`src/rtl/maxcut_seq_if.sv`:
```
// Register-port bundle between the max-cut sequencer and the ising_axi block.
// The sequencer issues one register write per strobe and one phase read address
// per cycle; read data returns one cycle after the address.
interface maxcut_seq_if;
  logic        wready;
  logic [31:0] wr_addr;
  logic [31:0] wdata;
  logic [31:0] araddr;
  logic [31:0] rdata;

  modport master (
    output wready,
    output wr_addr,
    output wdata,
    output araddr,
    input  rdata
  );

  modport slave (
    input  wready,
    input  wr_addr,
    input  wdata,
    input  araddr,
    output rdata
  );
endinterface

```
`src/rtl/maxcut_seq.sv`:
```
// Max-cut sequencer: programs the ising array with a field node and an edge list,
// runs a fixed number of anneals, reads back every spin phase, scores the cut of
// each run on-chip and keeps the best cut together with its spin vector.
module maxcut_seq #(
  parameter int                     N                = 8,
  parameter int                     NUM_WEIGHTS      = 3,
  parameter int                     MAX_EDGES        = 32,
  parameter logic [NUM_WEIGHTS-1:0] CUT_WEIGHT       = 3'b001,
  parameter logic [NUM_WEIGHTS-1:0] FIELD_WEIGHT     = 3'b100,
  parameter int                     CTR_CUTOFF       = 4,
  parameter int                     CTR_MAX          = 8,
  parameter int                     RUN_CYCLES       = 600,
  parameter int                     NUM_RUNS         = 4,
  parameter logic [31:0]            START_ADDR       = 32'h0000_0000,
  parameter logic [31:0]            CTR_CUTOFF_ADDR  = 32'h0000_0004,
  parameter logic [31:0]            CTR_MAX_ADDR     = 32'h0000_0008,
  parameter logic [31:0]            PHASE_ADDR_BASE  = 32'h0000_0100,
  parameter logic [31:0]            WEIGHT_ADDR_BASE = 32'h0001_0000,
  localparam int                    IW               = $clog2(N),
  localparam int                    EW               = $clog2(MAX_EDGES),
  localparam int                    CW               = EW + 1,
  localparam int                    RW               = $clog2(NUM_RUNS) + 1
) (
  input  logic          clk,
  input  logic          rst,
  input  logic          cfg_we,
  input  logic [EW-1:0] cfg_idx,
  input  logic [IW-1:0] cfg_u,
  input  logic [IW-1:0] cfg_v,
  input  logic [CW-1:0] num_edges,
  input  logic          start,
  output logic          busy,
  output logic          done,
  output logic [CW-1:0] best_cut,
  output logic [N-1:0]  best_spins,
  output logic [RW-1:0] runs_done,
  maxcut_seq_if.master  axi
);

  localparam int CNT_W = 16;

  localparam logic [3:0] S_IDLE    = 4'd0;
  localparam logic [3:0] S_CTR     = 4'd1;
  localparam logic [3:0] S_FIELD   = 4'd2;
  localparam logic [3:0] S_EDGE    = 4'd3;
  localparam logic [3:0] S_RUN_ON  = 4'd4;
  localparam logic [3:0] S_WAIT    = 4'd5;
  localparam logic [3:0] S_RUN_OFF = 4'd6;
  localparam logic [3:0] S_READ    = 4'd7;
  localparam logic [3:0] S_SCORE   = 4'd8;
  localparam logic [3:0] S_UPDATE  = 4'd9;
  localparam logic [3:0] S_DONE    = 4'd10;

  logic [3:0]       state_q, state_d;
  logic [CNT_W-1:0] idx_q, idx_d;
  logic [CW-1:0]    ne_q, ne_d;
  logic [CW-1:0]    cut_q, cut_d;
  logic [N-1:0]     spin_q, spin_d;
  logic [CW-1:0]    best_cut_q, best_cut_d;
  logic [N-1:0]     best_spins_q, best_spins_d;
  logic [RW-1:0]    runs_done_q, runs_done_d;

  logic [2*IW-1:0]  edge_tbl_q [MAX_EDGES];
  logic             tbl_we;
  logic [2*IW-1:0]  sel_edge;
  logic [IW-1:0]    sel_u, sel_v, sel_lo, sel_hi;
  logic [IW-1:0]    rd_k;

  logic             wr_en_c;
  logic [31:0]      wr_addr_c, wdata_c, araddr_c;

  // Weight register address for the coupling between spins i and j (i < j)
  function automatic logic [31:0] weight_addr(input logic [IW-1:0] i, input logic [IW-1:0] j);
    return WEIGHT_ADDR_BASE + (32'(i) << 2) + (32'(j) << 13);
  endfunction

  assign tbl_we   = cfg_we && (state_q == S_IDLE);
  assign sel_edge = edge_tbl_q[idx_q[EW-1:0]];
  assign sel_u    = sel_edge[2*IW-1:IW];
  assign sel_v    = sel_edge[IW-1:0];
  assign sel_lo   = (sel_u < sel_v) ? sel_u : sel_v;
  assign sel_hi   = (sel_u < sel_v) ? sel_v : sel_u;
  assign rd_k     = IW'(idx_q - 16'd1);

  // Edge table accepts host writes only while the sequencer is idle
  always_ff @(posedge clk) begin
    if (tbl_we) edge_tbl_q[cfg_idx] <= {cfg_u, cfg_v};
  end

  // Next-state, register-write and phase-read generation for the whole sequence
  always_comb begin
    state_d      = state_q;
    idx_d        = idx_q;
    ne_d         = ne_q;
    cut_d        = cut_q;
    spin_d       = spin_q;
    best_cut_d   = best_cut_q;
    best_spins_d = best_spins_q;
    runs_done_d  = runs_done_q;
    wr_en_c      = 1'b0;
    wr_addr_c    = 32'd0;
    wdata_c      = 32'd0;
    araddr_c     = 32'd0;
    case (state_q)
      S_IDLE: begin
        if (start) begin
          ne_d         = (num_edges > CW'(MAX_EDGES)) ? CW'(MAX_EDGES) : num_edges;
          best_cut_d   = '0;
          best_spins_d = '0;
          runs_done_d  = '0;
          idx_d        = '0;
          state_d      = S_CTR;
        end
      end
      S_CTR: begin
        wr_en_c = 1'b1;
        if (idx_q == '0) begin
          wr_addr_c = CTR_CUTOFF_ADDR;
          wdata_c   = 32'(CTR_CUTOFF);
          idx_d     = 16'd1;
        end else begin
          wr_addr_c = CTR_MAX_ADDR;
          wdata_c   = 32'(CTR_MAX);
          idx_d     = '0;
          state_d   = S_FIELD;
        end
      end
      S_FIELD: begin
        wr_en_c   = 1'b1;
        wr_addr_c = weight_addr(idx_q[IW-1:0], IW'(N - 1));
        wdata_c   = 32'(FIELD_WEIGHT);
        idx_d     = idx_q + 16'd1;
        if (idx_q == CNT_W'(N - 2)) begin
          idx_d   = '0;
          state_d = (ne_q == '0) ? S_RUN_ON : S_EDGE;
        end
      end
      S_EDGE: begin
        wr_en_c   = 1'b1;
        wr_addr_c = weight_addr(sel_lo, sel_hi);
        wdata_c   = 32'(CUT_WEIGHT);
        idx_d     = idx_q + 16'd1;
        if (idx_q == CNT_W'(ne_q) - 16'd1) begin
          idx_d   = '0;
          state_d = S_RUN_ON;
        end
      end
      S_RUN_ON: begin
        wr_en_c   = 1'b1;
        wr_addr_c = START_ADDR;
        wdata_c   = 32'd1;
        idx_d     = 16'd1;
        state_d   = (RUN_CYCLES <= 1) ? S_RUN_OFF : S_WAIT;
      end
      S_WAIT: begin
        idx_d = idx_q + 16'd1;
        if (idx_q == CNT_W'(RUN_CYCLES - 1)) state_d = S_RUN_OFF;
      end
      S_RUN_OFF: begin
        wr_en_c   = 1'b1;
        wr_addr_c = START_ADDR;
        wdata_c   = 32'd0;
        idx_d     = '0;
        state_d   = S_READ;
      end
      S_READ: begin
        if (idx_q < CNT_W'(N)) araddr_c = PHASE_ADDR_BASE + (32'(idx_q) << 2);
        if (idx_q != '0) spin_d[rd_k] = (axi.rdata >= 32'(CTR_CUTOFF));
        idx_d = idx_q + 16'd1;
        if (idx_q == CNT_W'(N)) begin
          idx_d   = '0;
          cut_d   = '0;
          state_d = (ne_q == '0) ? S_UPDATE : S_SCORE;
        end
      end
      S_SCORE: begin
        cut_d = cut_q + CW'(spin_q[sel_u] ^ spin_q[sel_v]);
        idx_d = idx_q + 16'd1;
        if (idx_q == CNT_W'(ne_q) - 16'd1) begin
          idx_d   = '0;
          state_d = S_UPDATE;
        end
      end
      S_UPDATE: begin
        runs_done_d = runs_done_q + RW'(1);
        if ((runs_done_q == '0) || (cut_q > best_cut_q)) begin
          best_cut_d   = cut_q;
          best_spins_d = spin_q ^ {N{spin_q[N-1]}};
        end
        state_d = (runs_done_d < RW'(NUM_RUNS)) ? S_RUN_ON : S_DONE;
      end
      S_DONE: begin
        state_d = S_IDLE;
      end
      default: begin
        state_d = S_IDLE;
      end
    endcase
  end

  // Sequencer state; reset aborts at once and leaves the ising array running
  always_ff @(posedge clk or posedge rst) begin
    if (rst) begin
      state_q      <= S_IDLE;
      idx_q        <= '0;
      ne_q         <= '0;
      cut_q        <= '0;
      spin_q       <= '0;
      best_cut_q   <= '0;
      best_spins_q <= '0;
      runs_done_q  <= '0;
    end else begin
      state_q      <= state_d;
      idx_q        <= idx_d;
      ne_q         <= ne_d;
      cut_q        <= cut_d;
      spin_q       <= spin_d;
      best_cut_q   <= best_cut_d;
      best_spins_q <= best_spins_d;
      runs_done_q  <= runs_done_d;
    end
  end

  assign busy        = (state_q != S_IDLE);
  assign done        = (state_q == S_DONE);
  assign best_cut    = best_cut_q;
  assign best_spins  = best_spins_q;
  assign runs_done   = runs_done_q;
  assign axi.wready  = wr_en_c;
  assign axi.wr_addr = wr_addr_c;
  assign axi.wdata   = wdata_c;
  assign axi.araddr  = araddr_c;

endmodule

```
`src/flat_wrapper.sv`:
```
// flat-port wrapper written by rule: the top's interface ports become plain ports
module maxcut_seq_flat 
#(
  parameter int                     N                = 8,
  parameter int                     NUM_WEIGHTS      = 3,
  parameter int                     MAX_EDGES        = 32,
  parameter logic [NUM_WEIGHTS-1:0] CUT_WEIGHT       = 3'b001,
  parameter logic [NUM_WEIGHTS-1:0] FIELD_WEIGHT     = 3'b100,
  parameter int                     CTR_CUTOFF       = 4,
  parameter int                     CTR_MAX          = 8,
  parameter int                     RUN_CYCLES       = 600,
  parameter int                     NUM_RUNS         = 4,
  parameter logic [31:0]            START_ADDR       = 32'h0000_0000,
  parameter logic [31:0]            CTR_CUTOFF_ADDR  = 32'h0000_0004,
  parameter logic [31:0]            CTR_MAX_ADDR     = 32'h0000_0008,
  parameter logic [31:0]            PHASE_ADDR_BASE  = 32'h0000_0100,
  parameter logic [31:0]            WEIGHT_ADDR_BASE = 32'h0001_0000,
  localparam int                    IW               = $clog2(N),
  localparam int                    EW               = $clog2(MAX_EDGES),
  localparam int                    CW               = EW + 1,
  localparam int                    RW               = $clog2(NUM_RUNS) + 1
)
  (clk, rst, cfg_we, cfg_idx, cfg_u, cfg_v, num_edges, start, busy, done, best_cut, best_spins, runs_done, axi_wready, axi_wr_addr, axi_wdata, axi_araddr, axi_rdata);
  maxcut_seq_if axi_i ();
  input  logic clk;
  input  logic rst;
  input  logic cfg_we;
  input  logic [EW-1:0] cfg_idx;
  input  logic [IW-1:0] cfg_u;
  input  logic [IW-1:0] cfg_v;
  input  logic [CW-1:0] num_edges;
  input  logic start;
  output logic busy;
  output logic done;
  output logic [CW-1:0] best_cut;
  output logic [N-1:0] best_spins;
  output logic [RW-1:0] runs_done;
  output wire logic [$bits(axi_i.wready)-1:0] axi_wready;
  output wire logic [$bits(axi_i.wr_addr)-1:0] axi_wr_addr;
  output wire logic [$bits(axi_i.wdata)-1:0] axi_wdata;
  output wire logic [$bits(axi_i.araddr)-1:0] axi_araddr;
  input wire logic [$bits(axi_i.rdata)-1:0] axi_rdata;
  assign axi_wready = axi_i.wready;
  assign axi_wr_addr = axi_i.wr_addr;
  assign axi_wdata = axi_i.wdata;
  assign axi_araddr = axi_i.araddr;
  assign axi_i.rdata = axi_rdata;
  maxcut_seq #(.N(N), .NUM_WEIGHTS(NUM_WEIGHTS), .MAX_EDGES(MAX_EDGES), .CUT_WEIGHT(CUT_WEIGHT), .FIELD_WEIGHT(FIELD_WEIGHT), .CTR_CUTOFF(CTR_CUTOFF), .CTR_MAX(CTR_MAX), .RUN_CYCLES(RUN_CYCLES), .NUM_RUNS(NUM_RUNS), .START_ADDR(START_ADDR), .CTR_CUTOFF_ADDR(CTR_CUTOFF_ADDR), .CTR_MAX_ADDR(CTR_MAX_ADDR), .PHASE_ADDR_BASE(PHASE_ADDR_BASE), .WEIGHT_ADDR_BASE(WEIGHT_ADDR_BASE)) u_core (.clk(clk), .rst(rst), .cfg_we(cfg_we), .cfg_idx(cfg_idx), .cfg_u(cfg_u), .cfg_v(cfg_v), .num_edges(num_edges), .start(start), .busy(busy), .done(done), .best_cut(best_cut), .best_spins(best_spins), .runs_done(runs_done), .axi(axi_i));
endmodule
```
`config.mk`:
```
export PLATFORM = sky130hd
export DESIGN_NAME = maxcut_seq_flat
export DESIGN_NICKNAME = d
export VERILOG_FILES = /design/src/rtl/maxcut_seq_if.sv /design/src/rtl/maxcut_seq.sv /design/src/flat_wrapper.sv
export SDC_FILE = /design/constraint.sdc
export NUM_CORES = 1
export LEC_CHECK = 0
export CORE_MARGIN = 5
export CORE_UTILIZATION = 60
export CTS_CLUSTER_DIAMETER = 50
export CTS_CLUSTER_SIZE = 28
export DETAILED_ROUTE_END_ITERATION = 10
export GPL_ROUTABILITY_DRIVEN = 0
export PLACE_DENSITY_LB_ADDON = 0.2
export SYNTH_ARGS = -nofsm -noshare
export SYNTH_HDL_FRONTEND = slang
export SYNTH_SLANG_ARGS = --single-unit
```
`constraint.sdc`:
```
create_clock -name clk -period 8.6 [get_ports clk]
set_clock_uncertainty 0.1 [all_clocks]
set_input_delay 1.72 -clock clk [delete_from_list [all_inputs] [get_ports clk]]
set_output_delay 1.72 -clock clk [all_outputs]
set_load 0.02 [all_outputs]
```
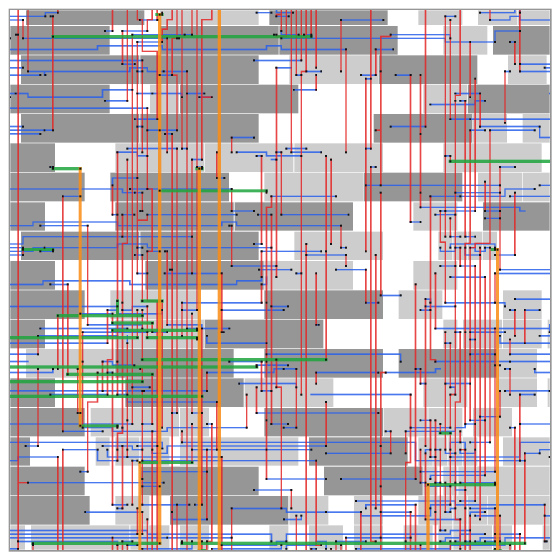
run_1/detail.png
Window x 51 to 101, y 82 to 132 um. Cells in grey, sequential cells in the stronger grey; small squares are vias.
Key: metal 2 = red; metal 4 = orange; metal 1 = blue; metal 3 = green
Netlist names of flops here include `u_core.edge_tbl_q` (30), `u_core.spin_q` (8). Most frequent: edfxtp_1 (30), mux4_2 (11). Sequential cells in the window: 39. 113 logic cells have their middle in the window.

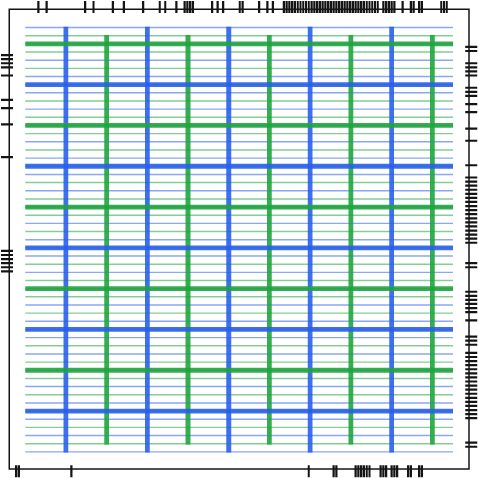
run_1/power_grid.png
Scale: 3 px per um. Pins as bars on the die edge.
Key: VDD = green; VSS = blue
10 straps on met4. 169 signal pins sit on the boundary. 10 straps on met5. The core has 52 rows.

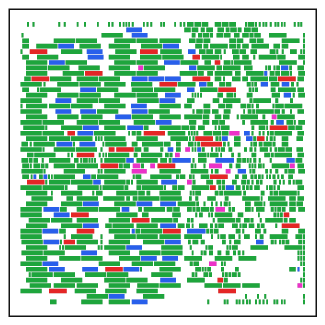
run_1/sizes.png
Scale: 2 px per um.
Key: _0 and _1 cells = green [cells 876, share 87%]; _3 and _4 cells = magenta [cells 15, share 1.5%]; _6 and larger = red [cells 35, share 3.5%]; _2 cells = blue [cells 78, share 7.8%]

==> results.json, run 1 <==
{
  "syn_area_um2": 12220,
  "min_period_ns": 6.827,
  "worstReg2RegStart": "u_core.idx_q[0]",
  "hold_class": "reg2reg",
  "vias_per_cell": 5.650,
  "regArea_um2": 7171,
  "wl_met2_mm": 12.50,
  "ir_drop_uv": 206.4,
  "flop_cell": "edfxtp_1",
  "critPathMaxStageDelay_ns": 0.86,
  "utilization": 0.6816,
  "fin_area_um2": 13750,
  "grt_overflow_total": 0,
  "final_nets": 1063,
  "cts_sinks": 248,
  "logic_area_um2": 4432,
  "wl_mm": 24.90,
  "fmax_ghz": 0.1465,
  "ys_sh_simple": 0.09858,
  "ys_ff": 248,
  "min_path_cells": 1,
  "path_cells": "buf_4, mux4_2, mux2i_1, a22oi_1, o21a_1, inv_1, ha_1, inv_1, nand2_1, o21ai_2, mux2_4, a21oi_2, clkdlybuf4s50_1",
  "instances_no_fill": 1274,
  "p_int_w": 0.001880,
  "worstHoldEndpoint": "u_core.cut_q[5]",
  "worstRegToRegCells": 14,
  "syn_avg_cell_area_um2": 13.37,
  "sh_seq_area": 0.5216,
  "status": "finished clean",
  "ant_nets": 0,
  "place_ws_ns": 2.334,
  "tool_warnings": 37,
  "clk_latency_ns": 0.55,
  "critical_path_cell_count": 13,
  "setup_ws_ns": 1.773,
  "core-area_um2": 20170
}
-- run 1: flip-flops by register name, indices dropped and copies added (netlist names) --
name,count
u_core.ne_q,6
u_core.state_q,4
u_core.best_spins,7
u_core.idx_q,16
u_core.cut_q,6
u_core.edge_tbl_q,192
u_core.best_cut,6
u_core.spin_q,8
u_core.runs_done,3
-- run 1: synthesized netlist by cell type (10+ instances only) --
master,n
mux2_2,14
clkbuf_1,15
o31ai_1,10
nand2_1,65
ha_1,23
xnor2_1,18
a21oi_1,15
nor3_1,20
mux4_2,48
nor2_1,73
buf_4,84
dfrtp_1,56
o21ai_0,45
edfxtp_1,192
nor4_1,13
nand3_1,14
inv_1,27
mux2i_1,41
buf_2,18
nand2b_1,12
==> inputs of run 2 (changes only) <==
--- a/config.mk
+++ b/config.mk
@@ -6,7 +6,7 @@
 export NUM_CORES = 1
 export LEC_CHECK = 0
 export CORE_MARGIN = 5
-export CORE_UTILIZATION = 60
+export CORE_UTILIZATION = 55
 export CTS_CLUSTER_DIAMETER = 50
 export CTS_CLUSTER_SIZE = 28
 export DETAILED_ROUTE_END_ITERATION = 10
==> constraint.sdc (replaced) <==
create_clock -name clk -period 6.6 [get_ports clk]
set_clock_uncertainty 0.1 [all_clocks]
set_input_delay 1.32 -clock clk [delete_from_list [all_inputs] [get_ports clk]]
set_output_delay 1.32 -clock clk [all_outputs]
set_load 0.02 [all_outputs]
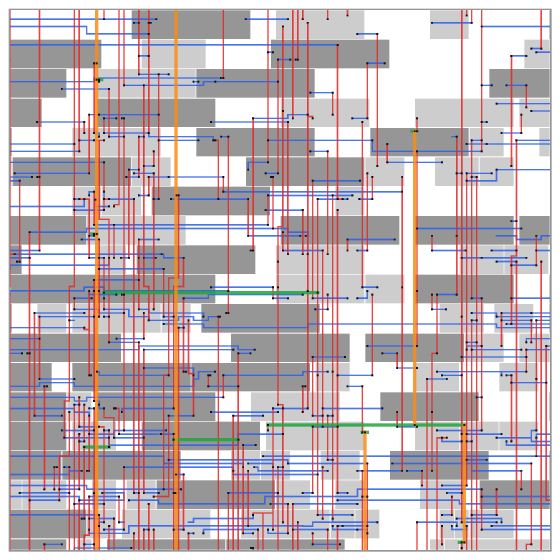
run_2/detail.png
Window x 55 to 105, y 86 to 136 um. Cells in grey, sequential cells in the stronger grey; small squares are vias.
Key: metal 3 = green; metal 4 = orange; metal 2 = red; metal 1 = blue
Netlist names of flops here include `u_core.edge_tbl_q` (24), `u_core.spin_q` (7). Most frequent: edfxtp_1 (24), mux2i_1 (13), mux4_2 (9). Sequential cells in the window: 32. 90 logic cells have their middle in the window.

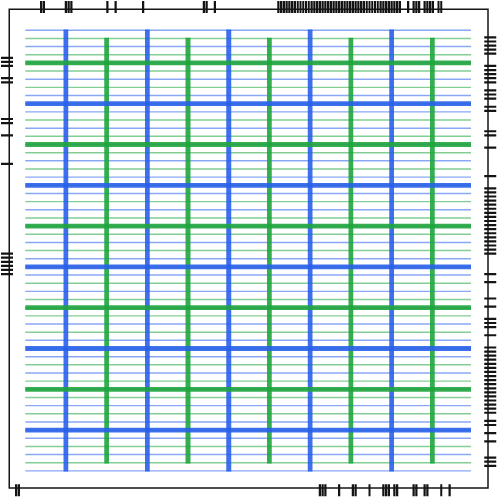
run_2/power_grid.png
Scale: 3 px per um. Pins as bars on the die edge.
Key: VSS = blue; VDD = green
55 met1 rails follow the rows. 169 signal pins sit on the boundary. The core has 54 rows. 10 straps on met4.

==> results.json, run 2 <==
{
  "status": "finished clean",
  "utilization": 0.6418,
  "logic_area_um2": 4432,
  "p_int_w": 0.002626,
  "fin_area_um2": 14010,
  "clk_latency_ns": 0.56,
  "fmax_ghz": 0.1623,
  "regArea_um2": 7171,
  "wl_met2_mm": 12.95,
  "synth_top_cell_by_count": "edfxtp_1",
  "worstHoldEndpoint": "u_core.cut_q[5]",
  "hold_class": "reg2reg",
  "syn_avg_cell_area_um2": 13.37,
  "worstRegToRegCells": 15,
  "ant_nets": 0,
  "instances_no_fill": 1296,
  "grt_overflow_total": 0,
  "place_ws_ns": 0.9938,
  "ir_drop_uv": 236.2,
  "min_period_ns": 6.163,
  "flop_cell": "edfxtp_1"
}
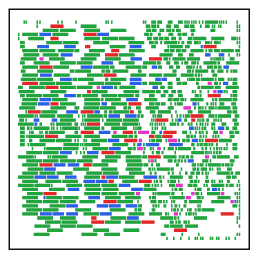
run_2/sizes.png
Scale: 1.5 px per um.
Key: _2 cells = blue [cells 77, share 7.6%]; _3 and _4 cells = magenta [cells 21, share 2.1%]; _6 and larger = red [cells 45, share 4.4%]; _0 and _1 cells = green [cells 873, share 86%]

## run 2: power groups by stage
stage	Combinational, W	Sequential, W	Clock, W
2_1_floorplan	0.0000880	0.00172	0
3_3_place_gp	0.000103	0.00172	0
3_5_place_dp	0.000105	0.00172	0
4_1_cts	0.000105	0.00168	0.00166
5_1_grt	0.000113	0.00168	0.00172
6_report	0.000106	0.00168	0.00163
## run 2: critical path, stage by stage, from the launching register on
cell	delay [ns]
dfrtp_2	0.84
buf_12	0.33
mux4_2	0.57
mux4_2	0.47
o21a_1	0.26
inv_1	0.08
ha_1	0.23
nor2_1	0.10
nor2_1	0.05
o21ai_0	0.12
and3_1	0.16
a21oi_1	0.04
o21ai_0	0.24
clkdlybuf4s50_1	0.66
Power and IR drop assume default switching activity.
